### src/rtl/imem_loader.sv
// Instruction memory loader: streams 32-bit words into a byte-wide write port, little-endian.
// Optional IMEM_LOADER_CHECKSUM_EN adds exp_sum/sum_ok and a wrapping sum of loaded words.
module imem_loader #(
  parameter int unsigned ADDR_W    = 64,
  parameter int unsigned MEM_BYTES = 512,
  parameter int unsigned BASE_ADDR = 0
) (
  input  logic              clk,
  input  logic              reset,
  input  logic              start,
  input  logic [15:0]       word_count,
`ifdef IMEM_LOADER_CHECKSUM_EN
  input  logic [31:0]       exp_sum,
  output logic              sum_ok,
`endif
  input  logic              in_valid,
  output logic              in_ready,
  input  logic [31:0]       in_word,
  output logic              mem_we,
  output logic [ADDR_W-1:0] mem_addr,
  output logic [7:0]        mem_wdata,
  output logic              busy,
  output logic              cpu_hold,
  output logic              done,
  output logic              error
);

  localparam int unsigned CNT_W  = 16;
  localparam int unsigned WORD_W = 32;
  localparam int unsigned BYTE_W = 8;

  typedef enum logic [1:0] {IDLE, ACCEPT, WRITE, DONE} state_t;

  state_t              state;
  logic [CNT_W-1:0]    count_q;
  logic [CNT_W-1:0]    widx;
  logic [WORD_W-1:0]   word_q;
  logic [1:0]          b;

  logic [ADDR_W-1:0]   end_addr_c;
  logic [ADDR_W-1:0]   word_addr_c;
  logic                overflow_c;
  logic [CNT_W-1:0]    widx_inc_c;
  logic [1:0]          b_inc_c;
  logic                last_word_c;
  logic                start_acc_c;

  // Session bounds and address helpers, all ADDR_W wide
  always_comb begin
    end_addr_c  = ADDR_W'(BASE_ADDR) + (ADDR_W'(word_count) << 2);
    overflow_c  = end_addr_c > ADDR_W'(MEM_BYTES);
    word_addr_c = ADDR_W'(BASE_ADDR) + (ADDR_W'(widx) << 2);
    widx_inc_c  = widx + CNT_W'(1);
    b_inc_c     = b + 2'd1;
    last_word_c = (widx_inc_c == count_q);
    start_acc_c = start && ((state == IDLE) || (state == DONE));
  end

  // Loader FSM with registered outputs; byte 0 is issued on the handshake edge
  always_ff @(posedge clk or posedge reset) begin
    if (reset) begin
      state     <= IDLE;
      count_q   <= '0;
      widx      <= '0;
      word_q    <= '0;
      b         <= '0;
      in_ready  <= 1'b0;
      mem_we    <= 1'b0;
      mem_addr  <= '0;
      mem_wdata <= '0;
      busy      <= 1'b0;
      cpu_hold  <= 1'b0;
      done      <= 1'b0;
      error     <= 1'b0;
    end else begin
      case (state)
        IDLE, DONE: begin
          if (start) begin
            count_q <= word_count;
            widx    <= '0;
            done    <= 1'b0;
            error   <= 1'b0;
            if (overflow_c) begin
              state <= DONE;
              done  <= 1'b1;
              error <= 1'b1;
            end else if (word_count == CNT_W'(0)) begin
              state <= DONE;
              done  <= 1'b1;
            end else begin
              state    <= ACCEPT;
              in_ready <= 1'b1;
              busy     <= 1'b1;
              cpu_hold <= 1'b1;
            end
          end
        end
        ACCEPT: begin
          if (in_valid) begin
            word_q    <= in_word;
            b         <= 2'd0;
            in_ready  <= 1'b0;
            mem_we    <= 1'b1;
            mem_addr  <= word_addr_c;
            mem_wdata <= in_word[BYTE_W-1:0];
            state     <= WRITE;
          end
        end
        WRITE: begin
          if (b == 2'd3) begin
            mem_we <= 1'b0;
            widx   <= widx_inc_c;
            if (last_word_c) begin
              state    <= DONE;
              done     <= 1'b1;
              busy     <= 1'b0;
              cpu_hold <= 1'b0;
            end else begin
              state    <= ACCEPT;
              in_ready <= 1'b1;
            end
          end else begin
            b         <= b_inc_c;
            mem_addr  <= mem_addr + ADDR_W'(1);
            mem_wdata <= BYTE_W'(word_q >> {b_inc_c, 3'b000});
          end
        end
        default: state <= IDLE;
      endcase
    end
  end

`ifdef IMEM_LOADER_CHECKSUM_EN
  logic [WORD_W-1:0] sum_q;
  logic [WORD_W-1:0] exp_q;

  // Wrapping sum of accepted words; sum_ok is only meaningful once DONE is reached
  always_ff @(posedge clk or posedge reset) begin
    if (reset) begin
      sum_q  <= '0;
      exp_q  <= '0;
      sum_ok <= 1'b0;
    end else if (start_acc_c) begin
      sum_q  <= '0;
      exp_q  <= exp_sum;
      sum_ok <= (overflow_c || (word_count == CNT_W'(0))) ? (exp_sum == WORD_W'(0)) : 1'b0;
    end else if ((state == ACCEPT) && in_valid) begin
      sum_q <= sum_q + in_word;
    end else if ((state == WRITE) && (b == 2'd3) && last_word_c) begin
      sum_ok <= (sum_q == exp_q);
    end
  end
`else
  logic unused_c;
  assign unused_c = start_acc_c;
`endif

endmodule

### config.mk
export PLATFORM = sky130hd
export DESIGN_NAME = imem_loader
export DESIGN_NICKNAME = d
export VERILOG_FILES = /design/src/rtl/imem_loader.sv
export SDC_FILE = /design/constraint.sdc
export NUM_CORES = 1
export LEC_CHECK = 0
export ABC_CLOCK_PERIOD_IN_PS = 6750
export CAP_MARGIN = 20
export CORE_ASPECT_RATIO = 1.75
export CORE_MARGIN = 2
export CORE_UTILIZATION = 53
export DETAILED_ROUTE_END_ITERATION = 7
export PLACE_DENSITY = 0.89
export SLEW_MARGIN = 20
export SYNTH_ARGS = -nofsm -noshare
export SYNTH_HDL_FRONTEND = slang
export SYNTH_SLANG_ARGS = --single-unit
### constraint.sdc
create_clock -name clk -period 6.75 [get_ports clk]
set_clock_uncertainty 0.2 [all_clocks]
set_input_delay 1.35 -clock clk [delete_from_list [all_inputs] [get_ports clk]]
set_output_delay 1.35 -clock clk [all_outputs]
set_load 0.03 [all_outputs]
cell_classes.png
Scale bar: 20 µm. Fill, decap, tap and diode cells in gray.
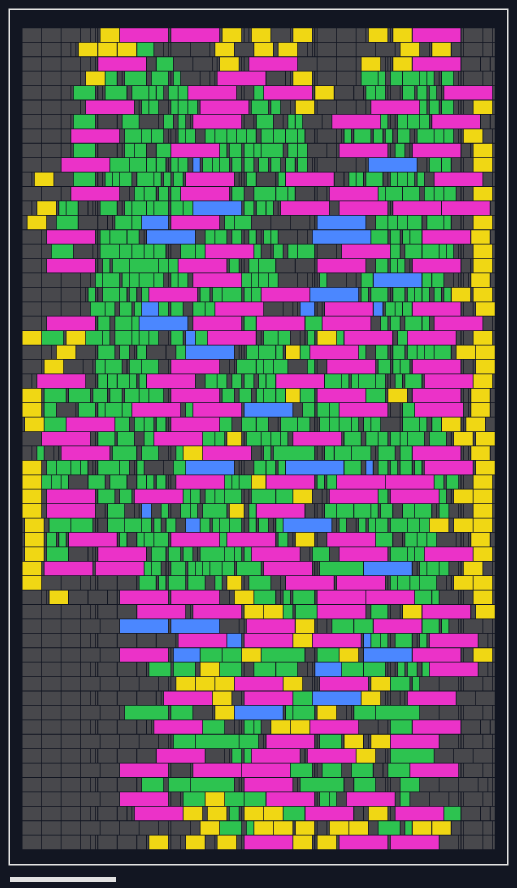
[clock drivers and dummy loads] blue | cells: 32 | share of their area: 6.3%
[all other logic] green | cells: 573 | share of their area: 40%
[flip-flops] magenta | cells: 145 | share of their area: 39%
[other buffers and delay cells] yellow | cells: 135 | share of their area: 14%
CORE AREA: 13800 µm²
fin area: 9490 µm²
fraction of area in registers: 38.2%
utilization after layout: 68.6%

final_placement.png
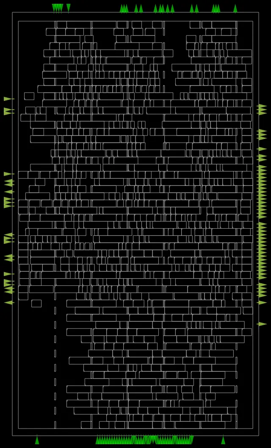
# rows: 57
flop count: 145
final cell count without fillers: 1062
Fillers: 1015

==> results.toml <==
# implementation run metrics
[outcome]
status = "complete, no violations"

[timing]
tns_ps = 0
hold_ws_ps = 278
setup_viol = 0
layout_setup_ws_ps = 2610
slew_headroom_pct = 37.1
worst_pin_slew_ps = 937
period_minus_slack_ps = 4140
fmax_mhz = 242
period_used_pct = 61.3
hold_viol = 0
maxSlewViolCount = 0
rsz0062_at_grt = "no"

[final_layout]
fin_nets = 929
buf_share_pct = 14.1
comb_area_um2 = 3650
comb-cell-share_pct = 38.5
antenna_cells = 0
n_all_inverters = 18
num-clock-buffers = 23
nNonClkBuffers = 135
largest_reg_flops = 64
reg_top3 = "mem_addr: 64 flops, word_q: 32 flops"
final_cell_mix = "145 x dfrtp_1, 129 x clkdlybuf4s50_1, 69 x nor2_1"
areaGrowthSynthToFinish_pct = 27.0
dominant_cells = "logic gates"
layout-drive-gt1-share_pct = 11.4
comb_cells = 555
layout_top_cell = "dfrtp_1"
flop_area_um2 = 3630
regMostFlops = "mem_addr"
clock_area_share_pct = 6.15

[synth]
ys_cells = 753
syn_area_um2 = 7480
syn_avg_cell_area_um2 = 9.93
xor_area_share_pct = 6.68
area_leaders = "dfrtp_1 49%, mux2_2 7.1%, o21ai_0 4.3%"
async_flop_share_pct = 100
synth_nets = 810
top_logic_kind = "simple AND/OR/NAND/NOR gates"
ys_chip_area_um2 = 7480
synth.largest_area_cell = "dfrtp_1"
edf_count = 0
post_synth_num_cell_types = 60
mux_share_pct = 10.8
ff_type = "dfrtp_1"
synth_flops = 145
fa_ha_area_share_pct = 0.837
most_common_cell = "dfrtp_1"
top_cells_by_count = "145 x dfrtp_1, 70 x nor2_1, 64 x o21ai_0, 63 x nand2_1, 49 x nand3_1"
ys_sh_simple_pct = 19.0
syn-instance-count = 753

[route]
first_pass_iters = 5
via_per_inst = 6.07
drt-initial-drc-count = 464
drc = 0
postRouteAntennaNets = 0
wl_per_cell_um = 17.6
wl_met2_mm = 9.97
met1Wirelength_mm = 6.95
highest_layer = "met4"

[worst_setup_path]
crit_chain = "clkdlybuf4s50_1 > nand2b_1 > o211ai_1 > nor4_4 > nand3_2 > or4_1 > or3_1 > a21oi_1"
crit_fanout = 11
cp_num_cells = 8
r2r-start = "b[0]"
path_class = "primary input to register"
r2r-end = "mem_addr[63]"
end_kind = "register"
slowest_delay_ps = 700
rr_worst_depth = 8
crit_path_start = "in_valid"
cp_num_buf_inv = 1
critPathTopFamily = "simple AND/OR/NAND/NOR gates"
start_kind = "primary input"
crit_end = "mem_addr[63]"
slowest_stage = "or4_1"
reg2reg_slack_ps = 2880
cp.required_ps = 6890
cp.arrival_ps = 4280

[placed_design]
dp_hpwl_mm = 13.2
place_area_um2 = 8910
place.gp.congestion = 0.866
place_ws_ps = 2220
dp.cells = 1030
portBuffers = 129

[die]
fp_util_pct = 54.1
dieArea_um2 = 15100
io_pins = 130

[cts]
h-tree-depth = 4
cts-root-buf = "clkbuf_16"
clk_latency_ps = 420
cts_tree = "built"
clock_path_buffers = 2
path_clk_slew_ps = 60
cts_buffers = 17
cts_setup_buffers = 0
holdBufCountCts = 0
ctsResizeCount = 0
clkSinkCount = 145

[global_routing]
grt_pass1_vias = 6602
grtUsageTotal_pct = 26.0
antenna_found_initial = 0
met1_usage_pct = 29.6
grt_start_max_net_pins = 87
grt_overflow = 0
met3_usage_pct = 4.34
grt_pass1_wl_mm = 31.3
grt.busiest_layer = "met2"

[power]
power_w = 0.00370
cellLeakagePower_nw = 3.79
top_power_group = "combinational cells"
p_seq_w = 0.00132
powerComb_w = 0.00146
power.density_nw_per_um2 = 390
switchingPower_w = 0.00136
power.clock.total_w = 0.000921
p_int_w = 0.00234
clockPowerShare_pct = 24.9
pwr-share-seq_pct = 35.8

[hold_path]
min_from = "b[1]"
holdPathEnd = "b[1]"
worstHoldPathType = "register to register"
min_delay_path_depth = 2

[job]
warnings = 27
drv_cap = 0
pdn.png
Pins as bars on the die edge. Tap cells in gray.
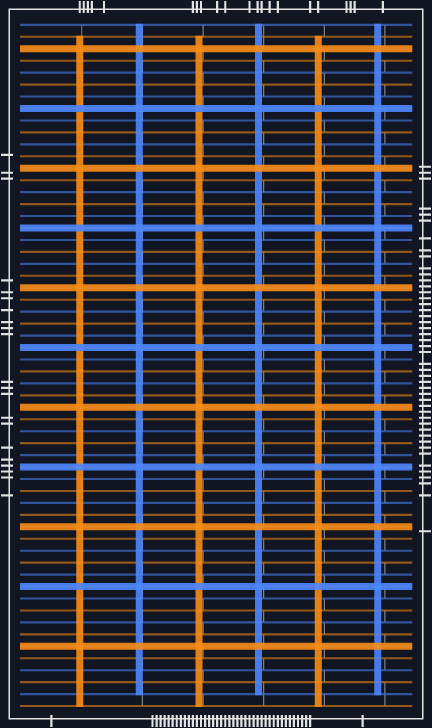
[VDD] blue
[VSS] orange
signal pins: 130
met4 straps: 6
Die X: 93.8 µm
die y size: 161 µm
Peak VDD IR: 0.228 mV

met2.png
Scale bar: 20 µm.
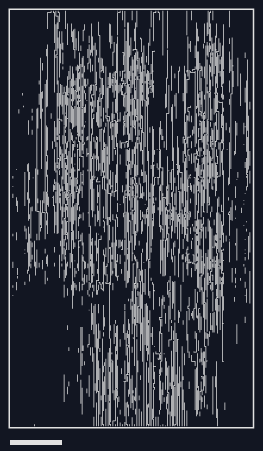
longest straight run: 54.1 µm
nets with wire on the layer: 836
share of all routed wire: 53%
wire length on this layer: 9970 µm
main direction: vertical
final WL: 18.7 mm
via count: 6442
M2 GR Usage: 45.8%

Power and IR drop assume default switching activity.
